**config.mk**
```make
export PLATFORM = sky130hd
export DESIGN_NAME = avst_channel_filter_pipe
export DESIGN_NICKNAME = d
export VERILOG_FILES = /design/src/rtl/avst_channel_filter_pipe.sv
export SDC_FILE = /design/constraint.sdc
export NUM_CORES = 1
export LEC_CHECK = 0
export ABC_AREA = 1
export CORE_MARGIN = 2
export CORE_UTILIZATION = 55
export DETAILED_ROUTE_END_ITERATION = 16
export GPL_TIMING_DRIVEN = 0
export PLACE_DENSITY = 0.89
export SLEW_MARGIN = 0
export SYNTH_ARGS = -nofsm -noshare
export SYNTH_HDL_FRONTEND = slang
export SYNTH_SLANG_ARGS = --single-unit
```
**constraint.sdc**
```tcl
create_clock -name clk -period 4 [get_ports clk]
set_input_delay 0.8 -clock clk [delete_from_list [all_inputs] [get_ports clk]]
set_output_delay 0.8 -clock clk [all_outputs]
set_load 0.01 [all_outputs]
```
**src/rtl/avst_channel_filter_pipe.sv**
```systemverilog
// Avalon-ST channel filter: drops packets whose SOP channel exceeds MAX_CHANNEL,
// discards orphan beats, narrows the channel and buffers the stream in a
// 2-entry registered skid buffer. Keeps saturating drop statistics.
module avst_channel_filter_pipe #(
  parameter int unsigned DATA_W        = 8,
  parameter int unsigned IN_CHANNEL_W  = 8,
  parameter int unsigned OUT_CHANNEL_W = 1,
  parameter int unsigned MAX_CHANNEL   = 0,
  parameter int unsigned CNT_W         = 16
) (
  input  logic                     clk,
  input  logic                     reset,
  output logic                     in_ready,
  input  logic                     in_valid,
  input  logic [DATA_W-1:0]        in_data,
  input  logic [IN_CHANNEL_W-1:0]  in_channel,
  input  logic                     in_startofpacket,
  input  logic                     in_endofpacket,
  input  logic                     out_ready,
  output logic                     out_valid,
  output logic [DATA_W-1:0]        out_data,
  output logic [OUT_CHANNEL_W-1:0] out_channel,
  output logic                     out_startofpacket,
  output logic                     out_endofpacket,
  input  logic                     clr_stats,
  output logic [CNT_W-1:0]         drop_pkt_count,
  output logic [CNT_W-1:0]         orphan_beat_count
);

  localparam logic [IN_CHANNEL_W-1:0] MaxChan = IN_CHANNEL_W'(MAX_CHANNEL);
  localparam logic [CNT_W-1:0]        CntMax  = {CNT_W{1'b1}};

  // Packet tracking state
  logic in_pkt_q, in_pkt_d;
  logic drop_pkt_q, drop_pkt_d;

  // FIFO head (drives out_*) and second (skid) entry
  logic                     head_valid_q, head_valid_d;
  logic [DATA_W-1:0]        head_data_q, head_data_d;
  logic [OUT_CHANNEL_W-1:0] head_chan_q, head_chan_d;
  logic                     head_sop_q, head_sop_d;
  logic                     head_eop_q, head_eop_d;
  logic                     skid_valid_q, skid_valid_d;
  logic [DATA_W-1:0]        skid_data_q, skid_data_d;
  logic [OUT_CHANNEL_W-1:0] skid_chan_q, skid_chan_d;
  logic                     skid_sop_q, skid_sop_d;
  logic                     skid_eop_q, skid_eop_d;

  logic [CNT_W-1:0] drop_cnt_q, drop_cnt_d;
  logic [CNT_W-1:0] orphan_cnt_q, orphan_cnt_d;

  logic accept, push, pop, drop_inc, orphan_inc;

  // The skid entry is only ever occupied when the head is too, so count<2 == skid empty
  assign in_ready = ~reset & ~skid_valid_q;
  assign accept   = in_valid & in_ready;
  assign pop      = head_valid_q & out_ready;

  // Classify the accepted beat and update packet state
  always_comb begin
    in_pkt_d   = in_pkt_q;
    drop_pkt_d = drop_pkt_q;
    push       = 1'b0;
    drop_inc   = 1'b0;
    orphan_inc = 1'b0;
    if (accept) begin
      if (in_startofpacket) begin
        // A SOP always starts a new packet, even if the previous one lacked an EOP
        drop_pkt_d = (in_channel > MaxChan);
        in_pkt_d   = ~in_endofpacket;
        drop_inc   = (in_channel > MaxChan);
        push       = ~(in_channel > MaxChan);
      end else if (in_pkt_q) begin
        push = ~drop_pkt_q;
        if (in_endofpacket) in_pkt_d = 1'b0;
      end else begin
        orphan_inc = 1'b1;
      end
    end
  end

  // Two-entry FIFO next state; push with a full FIFO cannot happen since in_ready=0
  always_comb begin
    head_valid_d = head_valid_q;
    head_data_d  = head_data_q;
    head_chan_d  = head_chan_q;
    head_sop_d   = head_sop_q;
    head_eop_d   = head_eop_q;
    skid_valid_d = skid_valid_q;
    skid_data_d  = skid_data_q;
    skid_chan_d  = skid_chan_q;
    skid_sop_d   = skid_sop_q;
    skid_eop_d   = skid_eop_q;
    if (pop && skid_valid_q) begin
      head_valid_d = 1'b1;
      head_data_d  = skid_data_q;
      head_chan_d  = skid_chan_q;
      head_sop_d   = skid_sop_q;
      head_eop_d   = skid_eop_q;
      skid_valid_d = 1'b0;
    end else if (push && (pop || !head_valid_q)) begin
      head_valid_d = 1'b1;
      head_data_d  = in_data;
      head_chan_d  = in_channel[OUT_CHANNEL_W-1:0];
      head_sop_d   = in_startofpacket;
      head_eop_d   = in_endofpacket;
    end else if (push) begin
      skid_valid_d = 1'b1;
      skid_data_d  = in_data;
      skid_chan_d  = in_channel[OUT_CHANNEL_W-1:0];
      skid_sop_d   = in_startofpacket;
      skid_eop_d   = in_endofpacket;
    end else if (pop) begin
      head_valid_d = 1'b0;
    end
  end

  // Saturating statistics; a clear coinciding with an increment leaves 1
  always_comb begin
    drop_cnt_d   = drop_cnt_q;
    orphan_cnt_d = orphan_cnt_q;
    if (clr_stats) begin
      drop_cnt_d   = drop_inc ? CNT_W'(1) : '0;
      orphan_cnt_d = orphan_inc ? CNT_W'(1) : '0;
    end else begin
      if (drop_inc && drop_cnt_q != CntMax)     drop_cnt_d   = drop_cnt_q + CNT_W'(1);
      if (orphan_inc && orphan_cnt_q != CntMax) orphan_cnt_d = orphan_cnt_q + CNT_W'(1);
    end
  end

  // State registers
  always_ff @(posedge clk or posedge reset) begin
    if (reset) begin
      in_pkt_q     <= 1'b0;
      drop_pkt_q   <= 1'b0;
      head_valid_q <= 1'b0;
      head_data_q  <= '0;
      head_chan_q  <= '0;
      head_sop_q   <= 1'b0;
      head_eop_q   <= 1'b0;
      skid_valid_q <= 1'b0;
      skid_data_q  <= '0;
      skid_chan_q  <= '0;
      skid_sop_q   <= 1'b0;
      skid_eop_q   <= 1'b0;
      drop_cnt_q   <= '0;
      orphan_cnt_q <= '0;
    end else begin
      in_pkt_q     <= in_pkt_d;
      drop_pkt_q   <= drop_pkt_d;
      head_valid_q <= head_valid_d;
      head_data_q  <= head_data_d;
      head_chan_q  <= head_chan_d;
      head_sop_q   <= head_sop_d;
      head_eop_q   <= head_eop_d;
      skid_valid_q <= skid_valid_d;
      skid_data_q  <= skid_data_d;
      skid_chan_q  <= skid_chan_d;
      skid_sop_q   <= skid_sop_d;
      skid_eop_q   <= skid_eop_d;
      drop_cnt_q   <= drop_cnt_d;
      orphan_cnt_q <= orphan_cnt_d;
    end
  end

  assign out_valid         = head_valid_q;
  assign out_data          = head_data_q;
  assign out_channel       = head_chan_q;
  assign out_startofpacket = head_sop_q;
  assign out_endofpacket   = head_eop_q;
  assign drop_pkt_count    = drop_cnt_q;
  assign orphan_beat_count = orphan_cnt_q;

endmodule
```
run_1/floorplan.png
(6 px per um) Pins as bars on the die edge. Tap cells in grey.
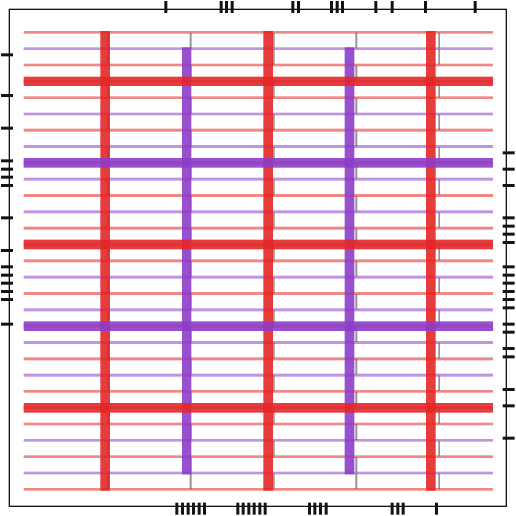
[purple] VDD
[red] VSS
rows: 28
met4 straps: 5
met5 straps: 5
tap cells: 75
die width: 82.6 um
core area: 5960 um2
Max VDD drop: 0.272 mV
DIE HEIGHT: 82.6 um

run_1/class_map.png
(6 px per um) Fill, decap, tap and diode cells in grey.
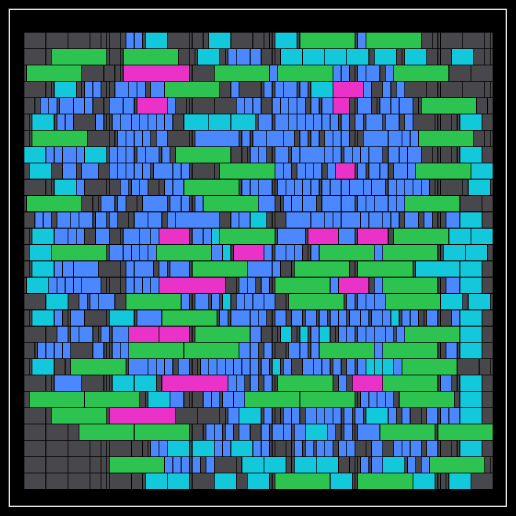
[blue] remaining logic cells | cells: 401
[cyan] remaining buffers and delay cells | cells: 83
[green] registers | cells: 58
[magenta] clock drivers and dummy loads | cells: 16
fraction of area in registers: 32.6%
Final Instance Area: 4460 um2
Site Rows: 28

run_1/clock_wires.png
(4 px per um)
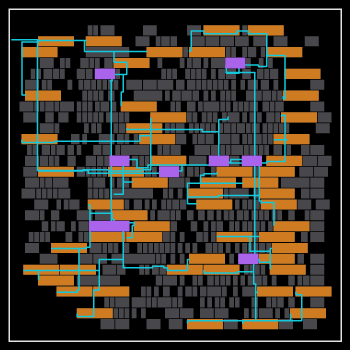
[purple] clock-net drivers | count: 9
[orange] flip-flops | count: 58
[cyan] clock wires | length: 830 um
flops lie: all over the die
routed clock nets: 10
clock network power share: 45.6%
clk_lat worst skew: 0.35 ns
clock skew: 0.0108 ns

==> flow_metrics.py, run 1 <==
# Flow results
metrics = {
    "final_layout": {
        "diodes": 0,
    },
    "global_routing": {
        "grt_pass1_vias": 3275,
        "grt_use_total_pct": 29.2,
        "gr-total-overflow": 0,
        "top_usage_layer": "met2",
    },
    "place": {
        "dpl.hpwl_mm": 6.34,
        "io_buffer_count": 67,
        "gp_congestion": 0.895,
    },
    "power_and_ir_drop": {
        "power.static_leakage_nw": 2.11,
        "pg_comb_mw": 0.236,
        "power.net_switching_mw": 0.405,
    },
    "worst_setup_path": {
        "reg2regPathDepth": 9,
        "critical-path-top-delay-family": "buffers and inverters",
        "crit_slowest_cell": "clkdlybuf4s50_1",
        "rrSetupSlack_ns": 2.07,
    },
    "min_path": {
        "min_to": "skid_data_q[5]$_DFFE_PP0P_",
        "min_delay_path_depth": 2,
        "hp-start": "skid_data_q[5]$_DFFE_PP0P_",
    },
    "yosys": {
        "synth_cell_type_count": 28,
        "syn_area_um2": 3400,
        "ys_seq_share_pct": 42.7,
    },
    "sta": {
        "tns_ns": 0,
        "grt_setup_unrepaired": "false",
        "maxSlewViolCount": 0,
    },
    "run": {
        "maxCapViolations": 0,
    },
    "clock_tree": {
        "cts_root_buf": "clkbuf_8",
    },
    "floorplanning": {
        "initial_utilization_pct": 57.1,
    },
    "routing": {
        "highest_layer": "met4",
        "wl_mm": 9.05,
    },
    "status": {
        "outcome": "finished clean",
    },
}
[run 1: Yosys cell counts, drive strengths merged]
| master | count | area [um2] |
|---|---|---|
| nand2 | 211 | 802 |
| dfrtp | 58 | 1450 |
| nor2 | 49 | 277 |
| nand3 | 39 | 195 |
| inv | 32 | 120 |
| nand4 | 30 | 188 |
| o21ai | 9 | 45.0 |
| clkbuf | 8 | 30.0 |
| buf | 7 | 56.3 |
| or2 | 6 | 37.5 |
| xor2 | 6 | 52.6 |
| o21bai | 5 | 37.5 |
| a21oi | 3 | 15.0 |
| nand3b | 3 | 22.5 |
| nor3 | 3 | 20.0 |
| ha | 2 | 25.0 |
| a2bb2oi | 1 | 8.76 |
| and2 | 1 | 6.26 |
| xnor2 | 1 | 8.76 |
[run 1: through the flow]
step | util, % | cell area, um2 | total power, mW | setup slack [ns] | cells
6_report | 74.8 | 4460 | 1.65 | 1.26 | 633
5_1_grt | 74.8 | 4460 | 1.71 | 1.21 | 633
4_1_cts | 74.8 | 4460 | 1.65 | 1.25 | 633
3_5_place_dp | 70.2 | 4180 | 0.909 | 1.25 | 617
3_3_place_gp | 69.9 | 4160 | 0.897 | 0.682 | 616
2_1_floorplan | - | 3400 | 0.779 | 1.77 | 474
[run 1: worst reg2reg max path: cells and delay by family, from the launching register on]
kind	cells	cell delay [ns]
buffers and inverters	2	0.40
DFF	1	0.46
and+or+nand+nor	6	0.71
adders and majority gates	1	0.29
[run 1: final cells by class]
cell class | instances | area [um2]
inverter | 32 | 120
clock inverter | 6 | 136
sequential | 58 | 1450
buffer | 15 | 86.3
clock buffer | 10 | 138
multi-input combinational | 369 | 1740
fill | 432 | 1500
timing repair buffer | 68 | 691
tap | 75 | 93.8
run_1/congestion_map.png
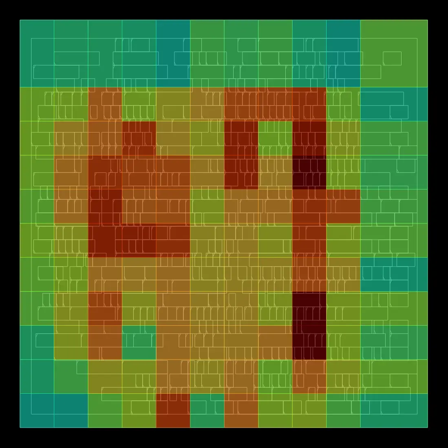

--- run 2 (diff from run 1) ---
- CORE_UTILIZATION: 55 -> 52
- PLACE_DENSITY: 0.89 -> 0.86
- clock period: 4 -> 2.8 ns (I/O delays scaled with it)
run_2/congestion_map.png
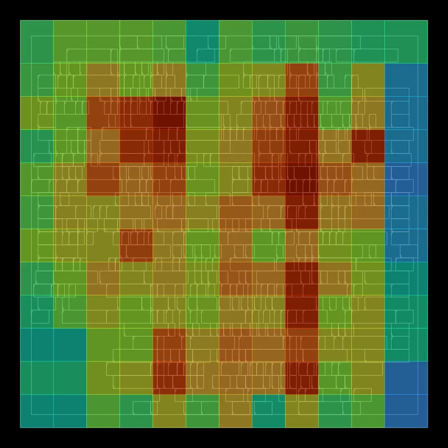
final design utilization: 69.3%
met2 usage: 41.2%

run_2/layers.png
(6 px per um)
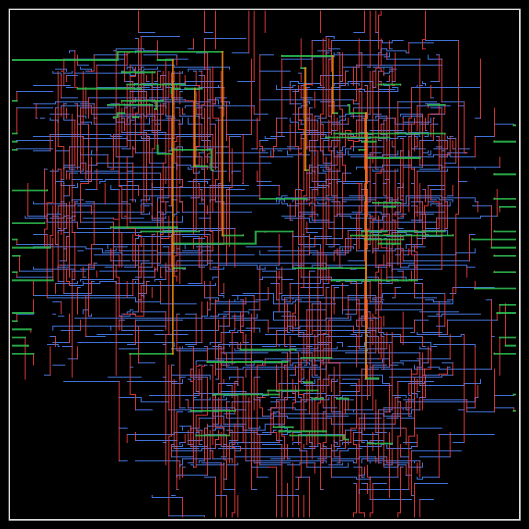
[red] M2 | wire length: 4240 um
[blue] M1 | wire length: 3890 um
[orange] M4 | wire length: 163 um
[green] M3 | wire length: 494 um
routed vias: 3470
Tot GR Track Use: 25.7%
WL per Instance: 13.8 um
Final Routed Wirelength: 8.79 mm

==> run 2 against run 1 <==
Largest cell class unchanged. Count of clock-buffer cells in the layout is 1 lower. Area after synthesis stayed put. Highest routed layer unchanged. Wire length down 2.9%. Cell area is 1.2% lower. Sequential power is 43% higher. Via count decreased by 1.0%. First-iteration DRC count fell by 16%. Die area rose by 5.5%. Final cell count grew 0.32%. Utilization down 5.5 points.
==> flow_metrics.py, run 2 <==
# Flow results
metrics = {
    "clock_tree": {
        "clock_latency_ns": 0.35,
        "cts_root_buf": "clkbuf_8",
    },
    "run": {
        "maxCapViolations": 0,
    },
    "sta": {
        "tns_ns": 0,
        "maxSlewViolCount": 0,
        "grt_setup_unrepaired": "false",
        "setup_ws_ns": 0.431,
        "clock_skew_ns": 0.00941,
    },
    "final_layout": {
        "nFillCells": 505,
        "final_area_um2": 4400,
        "final_cells": 635,
    },
    "worst_setup_path": {
        "critical-path-top-delay-family": "buffers and inverters",
        "crit_slowest_cell": "clkdlybuf4s50_1",
    },
    "floorplanning": {
        "rows": 29,
        "die_w_um": 84.8,
    },
    "yosys": {
        "ys_seq_share_pct": 42.7,
        "synth_cell_type_count": 28,
        "syn_area_um2": 3400,
        "synthArstFlopShare_pct": 100,
    },
    "place": {
        "dpl_worst_slack_ns": 0.458,
        "gp_congestion": 0.879,
        "dp.cells": 619,
        "post_dp_cell_area_um2": 4190,
    },
    "status": {
        "outcome": "finished clean",
    },
    "global_routing": {
        "grt_pass1_vias": 3194,
    },
    "power_and_ir_drop": {
        "total_power_mw": 2.16,
        "power.static_leakage_nw": 2.08,
    },
}
run_2/floorplan.png
(6 px per um) Pins as bars on the die edge. Tap cells in grey.
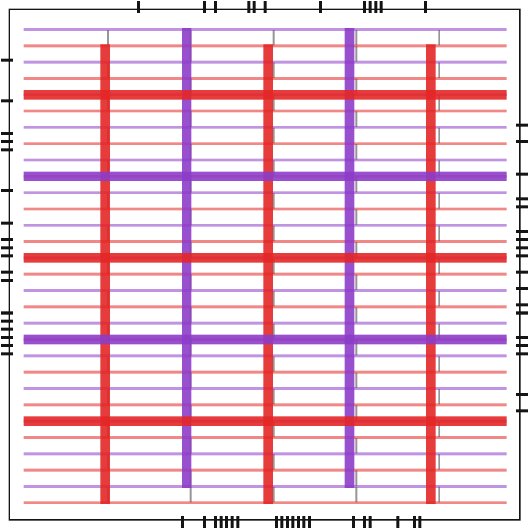
core area: 6350 um2
DIE HEIGHT: 84.8 um
Max VDD drop: 0.350 mV

-- run 2: cell counts after synthesis --
Identical to the previous run, type by type.
-- run 2: path summary, 6_finish.rpt --
kind | slack, ns | cells after the start | end | start
min in group asynchronous | 0.59 | 2 | out_data[1]$_DFFE_PP0P_ | reset
max | 0.43 | 3 | in_ready | reset
min | 0.48 | 2 | skid_data_q[3]$_DFFE_PP0P_ | skid_data_q[3]$_DFFE_PP0P_
min reg2reg | 0.48 | 2 | skid_data_q[3]$_DFFE_PP0P_ | skid_data_q[3]$_DFFE_PP0P_
max reg2reg | 0.86 | 10 | orphan_beat_count[1]$_DFFE_PP0P_ | orphan_beat_count[0]$_DFFE_PP0P_
max in group asynchronous | 1.66 | 3 | skid_data_q[5]$_DFFE_PP0P_ | reset
-- run 2: final cells by class --
cell class	instances	area, um2	area share (%)
multi-input combinational	369	1740	39.5
clock buffer	9	124	2.81
sequential	58	1450	33.0
inverter	32	120	2.73
tap	77	96.3	2.19
timing repair buffer	68	691	15.7
clock inverter	7	93.8	2.13
buffer	15	86.3	1.96
-- run 2: layer usage --
| metal | share of wire [%] | track usage (%) | routed length (um) |
|---|---|---|---|
| met5 | 0 | 0 | 0 |
| met4 | 1.9 | 11.0 | 163 |
| met3 | 5.6 | 4.28 | 493 |
| met2 | 48 | 41.2 | 4240 |
| met1 | 44 | 34.7 | 3890 |
-- run 2: worst register-to-register path: stages, from the launching register on --
cell and delay (ns):
dfrtp_1 0.47, ha_1 0.31, inv_1 0.13, nor2_4 0.18, nand2_2 0.10, nor2_4 0.14
nor2_4 0.09, nor2_8 0.14, buf_6 0.16, nand2_1 0.07, nand2_1 0.08
-- run 2: where the power goes --
group	switching, mW	internal (mW)
logic	0.165	0.169
registers	0.0446	0.906
clock network	0.372	0.499
Power figures rest on the tool's default switching activity, not on a simulated workload.
